Figure 1. Power grid (run 1).
Pins as bars on the die edge.
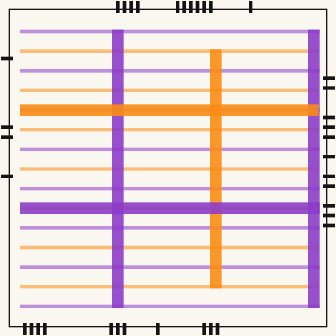
Figure 2. Placed cells, one colour a class (run 1).
The bar under the picture is 10 um long.
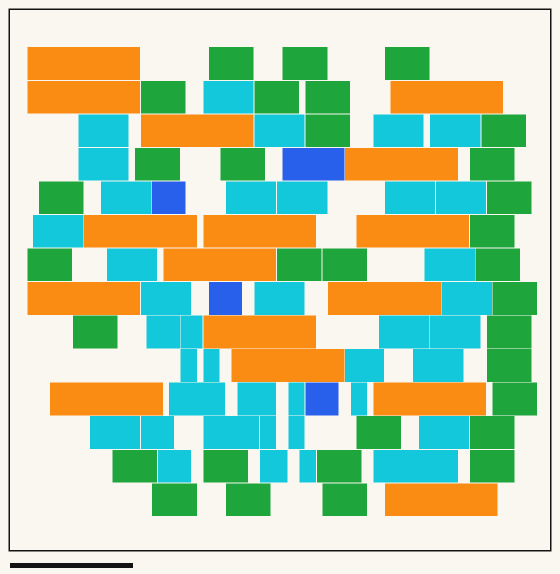
Figure 3. Clock distribution (run 1).
The bar under the picture is 10 um long.
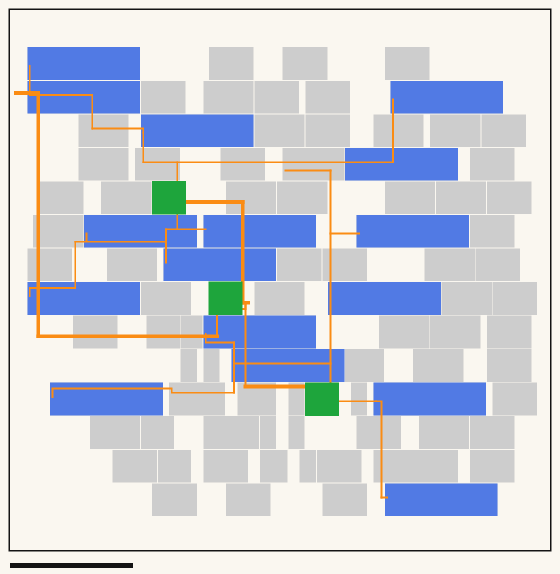
**src/rtl/concatena_pkg.sv**
```systemverilog
// Shared constants and FSM state type for the nibble accumulator.
package concatena_pkg;

  localparam int LARGURA_NIBBLE  = 4;
  localparam int NUM_NIBBLES     = 3;
  localparam int LARGURA_PALAVRA = LARGURA_NIBBLE * NUM_NIBBLES;

  typedef enum logic {
    CARREGA,
    ENTREGA
  } estado_t;

endpackage

```
**src/rtl/contador_nibble.sv**
```systemverilog
// Nibble counter: synchronous clear, count enable, asynchronous reset.
module contador_nibble #(
  parameter int LARGURA = 2
) (
  input  logic               Clock,
  input  logic               Reset,
  input  logic               limpa,
  input  logic               habilita,
  output logic [LARGURA-1:0] contagem
);

  // Clear wins over enable; both only ever act on the rising edge.
  always_ff @(posedge Clock or posedge Reset) begin
    if (Reset) begin
      contagem <= '0;
    end else if (limpa) begin
      contagem <= '0;
    end else if (habilita) begin
      contagem <= contagem + LARGURA'(1);
    end
  end

endmodule

```
**src/rtl/concatena_acumulador.sv**
```systemverilog
// Accumulates up to NUM_NIBBLES nibbles into one word, left-padded from
// Inicial, and presents it with a valid/ready handshake.
module concatena_acumulador #(
  parameter int  LARGURA_NIBBLE = concatena_pkg::LARGURA_NIBBLE,
  parameter int  NUM_NIBBLES    = concatena_pkg::NUM_NIBBLES,
  localparam int LARGURA_SAIDA  = LARGURA_NIBBLE * NUM_NIBBLES,
  localparam int LARGURA_CONT   = $clog2(NUM_NIBBLES + 1)
) (
  input  logic                      Clock,
  input  logic                      Reset,
  input  logic [LARGURA_SAIDA-1:0]  Inicial,
  input  logic [LARGURA_NIBBLE-1:0] Entrada,
  input  logic                      EntradaValida,
  input  logic                      EntradaUltimo,
  output logic                      EntradaPronta,
  output logic [LARGURA_SAIDA-1:0]  Saida,
  output logic                      SaidaValida,
  input  logic                      SaidaPronta,
  output logic [LARGURA_CONT-1:0]   Contagem
);

  import concatena_pkg::*;

  estado_t                    estado;
  logic [LARGURA_SAIDA-1:0]   registro;
  logic                       transf_entrada;
  logic                       transf_saida;
  logic                       fecha;
  logic                       inicial_unused;

  // Only the low bits of Inicial survive the first shift; the top nibble is always shifted out.
  assign inicial_unused = ^Inicial[LARGURA_SAIDA-1 -: LARGURA_NIBBLE];

  // Ready is also gated by Reset so it drops immediately, without waiting for the flop.
  assign EntradaPronta  = (estado == CARREGA) && !Reset;
  assign transf_entrada = EntradaValida && EntradaPronta;
  assign transf_saida   = SaidaValida && SaidaPronta;
  assign fecha          = transf_entrada &&
                          (EntradaUltimo || (Contagem == LARGURA_CONT'(NUM_NIBBLES - 1)));
  assign Saida          = registro;

  contador_nibble #(
    .LARGURA (LARGURA_CONT)
  ) u_contador (
    .Clock    (Clock),
    .Reset    (Reset),
    .limpa    (transf_saida),
    .habilita (transf_entrada),
    .contagem (Contagem)
  );

  // Load/shift the word while collecting, then hold it until the consumer takes it.
  always_ff @(posedge Clock or posedge Reset) begin
    if (Reset) begin
      estado      <= CARREGA;
      registro    <= '0;
      SaidaValida <= 1'b0;
    end else begin
      case (estado)
        CARREGA: begin
          if (transf_entrada) begin
            if (Contagem == '0) begin
              registro <= {Inicial[LARGURA_SAIDA-LARGURA_NIBBLE-1:0], Entrada};
            end else begin
              registro <= {registro[LARGURA_SAIDA-LARGURA_NIBBLE-1:0], Entrada};
            end
            if (fecha) begin
              estado      <= ENTREGA;
              SaidaValida <= 1'b1;
            end
          end
        end
        ENTREGA: begin
          if (SaidaPronta) begin
            estado      <= CARREGA;
            SaidaValida <= 1'b0;
          end
        end
        default: begin
          estado      <= CARREGA;
          SaidaValida <= 1'b0;
        end
      endcase
    end
  end

endmodule
```
**config.mk**
```make
export PLATFORM = sky130hd
export DESIGN_NAME = concatena_acumulador
export DESIGN_NICKNAME = d
export VERILOG_FILES = /design/src/rtl/concatena_pkg.sv /design/src/rtl/contador_nibble.sv /design/src/rtl/concatena_acumulador.sv
export SDC_FILE = /design/constraint.sdc
export NUM_CORES = 1
export LEC_CHECK = 0
export ABC_AREA = 0
export CORE_UTILIZATION = 45
export CTS_BUF_LIST = sky130_fd_sc_hd__clkbuf_4 sky130_fd_sc_hd__clkbuf_8
export DETAILED_ROUTE_END_ITERATION = 6
export GPL_TIMING_DRIVEN = 1
export PLACE_DENSITY = 0.87
export SLEW_MARGIN = 15
export SYNTH_ARGS = -nofsm -noshare
export SYNTH_HDL_FRONTEND = slang
export SYNTH_SLANG_ARGS = --single-unit
```
**constraint.sdc**
```tcl
create_clock -name Clock -period 2.7 [get_ports Clock]
set_input_delay 0.27 -clock Clock [delete_from_list [all_inputs] [get_ports Clock]]
set_output_delay 0.27 -clock Clock [all_outputs]
set_load 0.01 [all_outputs]
```
==> deck_impl_summary.md, run 1 <==
Implementation Results

Yosys
  • Synth Register Bits: 16
  • Avg Inst Size Synth: 13.79 um^2
  • Gate Count Post-Synth: 57
  • Top cells by area: dfrtp_1 (51%), mux2_2 (32%), ha_1 (3.2%)
  • Logic family by area: multiplexers
  • Synth area leader: dfrtp_1
  • Synth Seq Share: 50.96%
  • Post-synth cell types: 14
  • Dominant flop cell: dfrtp_1
  • Synth warnings: 0
  • Yosys xor share: 0%
  • Asr flop ratio synth: 100.0%
  • Adder Area Share: 3.185%
  • Post-synth EDFFs: 0
  • Yosys synthesis chip area: 785.8 um^2
  • Simple-Gate Area Share: 4.936%

Outcome
  • Status: finished, violations left
  • Failing checks: DRC

Clocking
  • Clk sinks: 16
  • CTS tree: done
  • H-tree levels: 1
  • Post-CTS setup buffers: 0
  • Cts hold-fix bufs: 0
  • Post-CTS sizing: 0

Global routing
  • Overflow left after global routing: 0
  • Gr usage total: 18.35%
  • Initial antenna violation count: 0
  • Largest net degree at the start of global routing: 17

Min path
  • Hold crit path type: input pin to async pin

Final timing
  • RSZ-0062 raised after global routing: false
  • Fin Setup TNS: 0 ns
  • Final period util: 63.09%
  • Final hold viol count: 0
  • Max-slew violation count: 0
  • Worst hold slack: 0.4825 ns
  • Relative slew margins: 53.16%
  • Final setup viols: 0

Route
  • DRC errors left: 2
  • DRT iter0 DRCs: 11
  • Final antenna-violating net count: 0
  • Vias per inst: 5.336
  • DR pass1 iterations: 6

Run
  • Max-cap violations: 0

Critical path
  • Critical path startpoint category: input pin
  • Worst R2R Setup Slack: 1.04 ns
  • Worst reg-to-reg path cell count: 4
  • Worst Setup Path Type: input pin to output port
  • Crit path capture type: output port

Placement
  • GP Congestion: 0.7437
  • DP Worst Slack: 0.7373 ns
  • IO buf count: 32

Power
  • Leakage: 0.4749 nW

Die
  • Chip area: 0.001917 mm^2

Final layout
  • Antenna cells: 0
  • Share of layout cells above drive strength 1: 30.77%
Back to the opening pictures, Figure 1:
- VSS: purple
- VDD: orange
- signal pins: 37
- rows: 14
- met1 rails: 15
- met5 straps: 2
Die Y: 43.79 um
Placeable Area: 0.001577 mm^2
die width: 43.79 um
Max VDD drop: 542.6 uV

Back to the opening pictures, Figure 2:
- remaining buffers and delay cells: green (cells 32; share of their area 28%)
- combinational and other logic: cyan (cells 39; share of their area 33%)
- clock drivers and dummy loads: blue (cells 4; share of their area 3.2%)
- sequential cells: orange (cells 16; share of their area 36%)
cell row count: 14
Final Instance Area: 0.001146 mm^2

Back to the opening pictures, Figure 3:
- flip-flops: blue (count 16)
- clock wires: orange (length 208 um)
- clock drivers: green (count 3)
- routed clock nets: 4
clock share of power: 14.1%
final worst clock skew: 0.001682 ns
Clk Latency, worst-skew pair: 0.29 ns

[run 1: flip-flops by register name (all words and copies together), names as in the netlist]
register / cells
estado: 1
Saida: 12
u_contador.contagem: 2
SaidaValida: 1
[run 1: power breakdown]
group          internal (mW)  switching, mW  leakage, nW
combinational          0.360          0.191        0.262
sequential             0.338         0.0711        0.192
clock                 0.0821         0.0759       0.0210
[run 1: metal layers]
metal  up-vias  global-route usage [%]  wire length [um]
li1        269                       -                 -
met1       277                   19.51               615
met2        21                   31.94               744
met3         4                   5.000                76
met4         0                   11.25                27
met5         -                       0                 0
[run 1: per-stage QoR]
step | std cells | cell area, um^2
final | 107 | 1146
after global placement | 103 | 1110
after CTS | 107 | 1146
after detailed placement | 103 | 1110
after global routing | 107 | 1146
after floorplan | 57 | 785.8
[run 1: path summary, 6_finish.rpt]
check	end	start
max	EntradaPronta	Reset
min	Saida[7]	Reset
max reg2reg	Saida[10]	u_contador.contagem[0]
min reg2reg	Saida[9]	Saida[9]
max in group asynchronous	Saida[2]	Reset
min in group Clock	Saida[9]	Saida[9]
[run 1: area by class of cell]
| cell class | count | area, um^2 | share of cell area [%] |
|---|---|---|---|
| multi-input cells | 35 | 354.1 | 30.90 |
| inverters | 4 | 15.01 | 1.310 |
| clock buffers | 4 | 36.28 | 3.166 |
| flip-flops and latches | 16 | 400.4 | 34.93 |
| repair buffers | 32 | 320.3 | 27.95 |
| well taps | 16 | 20.02 | 1.747 |
[run 1: worst max-delay path: stages]
cell and delay [ns]:
clkdlybuf4s50_1 0.49, nor2_1 0.13, clkdlybuf4s50_1 0.54
[run 1: cells by family after synthesis]
kind of cell,Yosys count
AND-OR/OR-AND,6
adder cells (fa/ha/maj),2
buffers and inverters,6
flip-flops,16
multiplexers,22
AND/OR/NAND/NOR,5
[run 1: placed cells by master, fill, tap and decap left out, drive strengths merged]
cell / instances
clkdlybuf4s50: 32
inv: 4
clkbuf: 4
a21oi: 1
o2bb2ai: 1
o22ai: 1
ha: 2
a21boi: 3
nor2: 2
dfrtp: 16
mux2: 22
nor3b: 1
nand2: 1
or3b: 1
==> run 2: changes to the inputs <==
--- a/config.mk
+++ b/config.mk
@@ -6,11 +6,11 @@
 export NUM_CORES = 1
 export LEC_CHECK = 0
 export ABC_AREA = 0
-export CORE_UTILIZATION = 45
+export CORE_UTILIZATION = 37
 export CTS_BUF_LIST = sky130_fd_sc_hd__clkbuf_4 sky130_fd_sc_hd__clkbuf_8
 export DETAILED_ROUTE_END_ITERATION = 6
 export GPL_TIMING_DRIVEN = 1
-export PLACE_DENSITY = 0.87
+export PLACE_DENSITY = 0.76
 export SLEW_MARGIN = 15
 export SYNTH_ARGS = -nofsm -noshare
 export SYNTH_HDL_FRONTEND = slang
==> constraint.sdc (replaced) <==
create_clock -name Clock -period 1.35 [get_ports Clock]
set_input_delay 0.135 -clock Clock [delete_from_list [all_inputs] [get_ports Clock]]
set_output_delay 0.135 -clock Clock [all_outputs]
set_load 0.01 [all_outputs]
==> run 2 against run 1 <==
  * The run ends with setup timing left
  * Flip-flop count is the same
  * First-iteration DRC count fell by 45%
  * Synthesized cell count unchanged
  * Wire length rose by 35%
  * Area after synthesis unchanged
  * Clock power is 100% higher
  * Via count increased by 11%
  * Worst setup slack worse by 1.1 ns
  * Sequential share of layout area fell by 6.5 points
  * Critical endpoint is now Saida[5]
  * Largest cell class is now buffers
==> deck_impl_summary.md, run 2 <==
Implementation Results

Outcome
  • Status: finished, violations left (unchanged)
  • Failing checks: setup timing (was DRC)

Critical path
  • FF-to-FF End: Saida[5] (was Saida[10])
  • Critical path startpoint category: register (was input pin)
  • Slowest-stage cell, CP: dfrtp_1 (was clkdlybuf4s50_1)
  • Data required, critical path: 1.53 ns (was 2.43 ns)
  • Worst R2R Setup Slack: -0.08 ns (was 1.04 ns)
  • Reg2reg start: u_contador.contagem[1] (was u_contador.contagem[0])
  • Worst reg-to-reg path cell count: 4 (unchanged)
  • Worst Setup Path Type: register to register (was input pin to output port)
  • Crit path capture type: register (was output port)
  • Slowest stage delay, CP: 0.40 ns (was 0.54 ns)
  • Cells along the critical path: inv_2 > ha_4 > mux2_2 > mux2_4 (was clkdlybuf4s50_1 > nor2_1 > clkdlybuf4s50_1)

Yosys
  • Asr flop ratio synth: 100.0% (unchanged)
  • Mapped Nets: 80 (unchanged)
  • Dominant flop cell: dfrtp_1 (unchanged)
  • Yosys synthesis chip area: 785.8 um^2 (unchanged)
  • Synth Register Bits: 16 (unchanged)
  • Post-synth cell types: 14 (unchanged)
  • Synth area leader: dfrtp_1 (unchanged)
  • Yosys stat cell total: 57 (unchanged)
  • Synth Cell Area: 785.8 um^2 (unchanged)
  • Avg Inst Size Synth: 13.79 um^2 (unchanged)
  • Synth warnings: 0 (unchanged)
  • Count leader, synth: mux2_2 (unchanged)
  • Post-synth EDFFs: 0 (unchanged)
  • Synth Seq Share: 50.96% (unchanged)
  • Most frequent cells after synthesis: mux2_2 (22), dfrtp_1 (16), inv_1 (4) (unchanged)
  • Top cells by area: dfrtp_1 (51%), mux2_2 (32%), ha_1 (3.2%) (unchanged)
  • Gate Count Post-Synth: 57 (unchanged)

Clocking
  • CTS Buf Count: 3 (unchanged)
  • Cts hold-fix bufs: 0 (unchanged)
  • CTS tree: done (unchanged)
  • Clk sinks: 16 (unchanged)
  • Clock-pin slew on the worst setup and hold paths: 0.10 ns (was 0.09 ns)
  • Clk Latency, worst-skew pair: 0.29 ns (about the same)
  • Root Driver: clkbuf_4 (unchanged)
  • H-tree levels: 1 (unchanged)

Final layout
  • Final core utilization: 71.28% (was 72.70%)
  • Flip-flop and latch area: 401.6 um^2 (was 400.4 um^2)
  • Antenna cells: 0 (unchanged)
  • Final Instance Area: 0.001413 mm^2 (was 0.001146 mm^2)
  • Dominant logic cell type in the layout: mux2_4 (was clkdlybuf4s50_1)
  • Most frequent cells in the layout: mux2_4 (18), clkdlybuf4s50_1 (16), dfrtp_1 (15) (was clkdlybuf4s50_1 (32), mux2_2 (22), dfrtp_1 (16))
  • Layout Cells excl Fill: 132 (was 107)
  • Share of layout cells above drive strength 1: 45.71% (was 30.77%)
  • Max reg flops: 12 (unchanged)
  • Logic area: 442.9 um^2 (was 354.1 um^2)

Global routing
  • Gr usage total: 17.55% (was 18.35%)
  • Initial antenna violation count: 0 (unchanged)
  • Largest net degree at the start of global routing: 13 (was 17)
  • Overflow left after global routing: 0 (unchanged)

Final timing
  • Max-slew violation count: 0 (unchanged)
  • Final period util: 105.6%
  • Final setup viols: 14 (was 0)
  • Relative slew margins: 85.17% (was 53.16%)
  • RSZ-0062 raised after global routing: true (was false)
  • Final WS setup: -0.07507 ns (was 0.9966 ns)
  • Final hold viol count: 0 (unchanged)

Power
  • Pint: 1.831 mW (was 0.7798 mW)
  • Seq pwr share: 30.6% (was 36.6%)
  • Psw: 0.8078 mW (was 0.3379 mW)
  • Net Sw Frac: 30.61% (was 30.23%)
  • Pwr/cell area: 1868 mW/mm^2 (was 975.2 mW/mm^2)
  • Logic pwr share: 57.2% (was 49.3%)
  • Leakage: 0.7385 nW (was 0.4749 nW)

Run
  • Max-cap violations: 0 (unchanged)
  • Tool warning count: 34 (was 31)

Die
  • Cell row count: 16 (was 14)
  • Chip area: 0.002312 mm^2 (was 0.001917 mm^2)

Route
  • DRT iter0 DRCs: 6 (was 11)
  • Final antenna-violating net count: 0 (unchanged)
  • DRC errors left: 0 (was 2)
  • Vias per inst: 4.818 (was 5.336)
  • DR pass1 iterations: 4 (was 6)

Placement
  • DP Worst Slack: -0.1721 ns (was 0.7373 ns)
  • Placed Cells: 121 (was 103)
  • IO buf count: 32 (unchanged)
  • Placed Instance Area: 0.001201 mm^2 (was 0.001110 mm^2)
  • GP Congestion: 0.7419 (was 0.7437)

Min path
  • Hold crit path type: input pin to async pin (unchanged)
-- run 2: cell counts after synthesis --
No cell type changed its count.
-- run 2: what timing repair did --
item,CTS,global route
pin swaps,1,2
gates cloned,1,0
setup endpoints to repair,14,28
gates resized,27,19
buffers inserted,6,1
-- run 2: how the worst max path moves through the flow --
stage | start | end | slack, ns | depth (start not counted)
global placement | Reset | u_contador.contagem[1] | -0.15 | 4
floorplan | u_contador.contagem[0] | Saida[11] | -0.11 | 5
CTS | u_contador.contagem[1] | Saida[5] | -0.07 | 4
finish | u_contador.contagem[1] | Saida[5] | -0.08 | 4
global route | u_contador.contagem[0] | Saida[5] | -0.13 | 4
detailed placement | Reset | Saida[1] | -0.17 | 4
-- run 2: kinds of logic after synthesis --
group | Yosys count | synth area share, %
mux | 22 | 31.53
flops | 16 | 50.95
compound gates | 6 | 5.414
buf+inv | 6 | 3.980
simple gates | 5 | 4.937
fa+ha+maj | 2 | 3.184
-- run 2: area by class of cell --
| class | count | share of cell area [%] |
|---|---|---|
| tap | 27 | 2.392 |
| inverter | 4 | 1.063 |
| timing repair buffer | 46 | 34.19 |
| sequential | 16 | 28.43 |
| multi-input combinational | 35 | 31.36 |
| clock buffer | 4 | 2.569 |
-- run 2: per-layer routing --
metal / up-vias / share of wire, % / GRT usage (%)
li1: 298 / - / -
met1: 319 / 44 / 21.31
met2: 19 / 50 / 29.73
met3: 0 / 5.1 / 3.396
met4: 0 / 0 / 8.333
met5: - / 0 / 0
-- run 2: metrics by stage --
| stage | hold slack [ns] | TNS, ns |
|---|---|---|
| floorplan | 0.04874 | -0.8994 |
| global placement | 0.4920 | -2.284 |
| detailed placement | 0.5000 | -2.586 |
| CTS | 0.2857 | -0.5911 |
| global route | 0.3151 | -1.651 |
| finish | 0.2858 | -0.7948 |
-- run 2: power groups by stage --
stage	logic (mW)	registers, mW	clock network, mW
final	1.51	0.809	0.322
after global routing	1.63	0.834	0.352
after CTS	1.47	0.808	0.327
after detailed placement	1.29	0.826	0
after global placement	1.26	0.816	0
after floorplan	0.545	0.906	0
-- run 2: critical path, delay by kind of cell, from the launching register on --
kind,cells,cell delay [ns]
flops,1,0.40
mux,2,0.63
fa+ha+maj,1,0.21
buf+inv,1,0.07
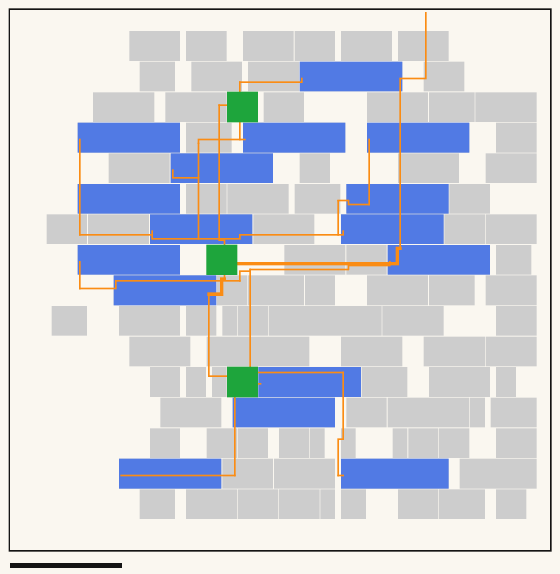
Figure 4: run 2, clock distribution.
The bar under the picture is 10 um long.
- clock wires: orange (length 223 um)
- flip-flops: blue (count 16)
- clock drivers: green (count 3)
- routed clock nets: 4
final worst clock skew: 0.004128 ns
clock share of power: 12.2%
P_clk: 0.322 mW

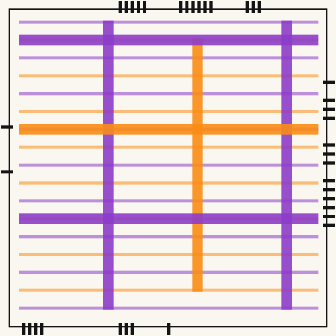
Figure 5: run 2, power grid.
Pins as bars on the die edge.
- VDD: orange
- VSS: purple
- signal pins: 37
- met5 straps: 3
- met4 straps: 3
Max VDD drop: 1084 uV
Placeable Area: 0.001982 mm^2
die width: 48.09 um
Die Y: 48.09 um

Power and IR drop assume default switching activity.
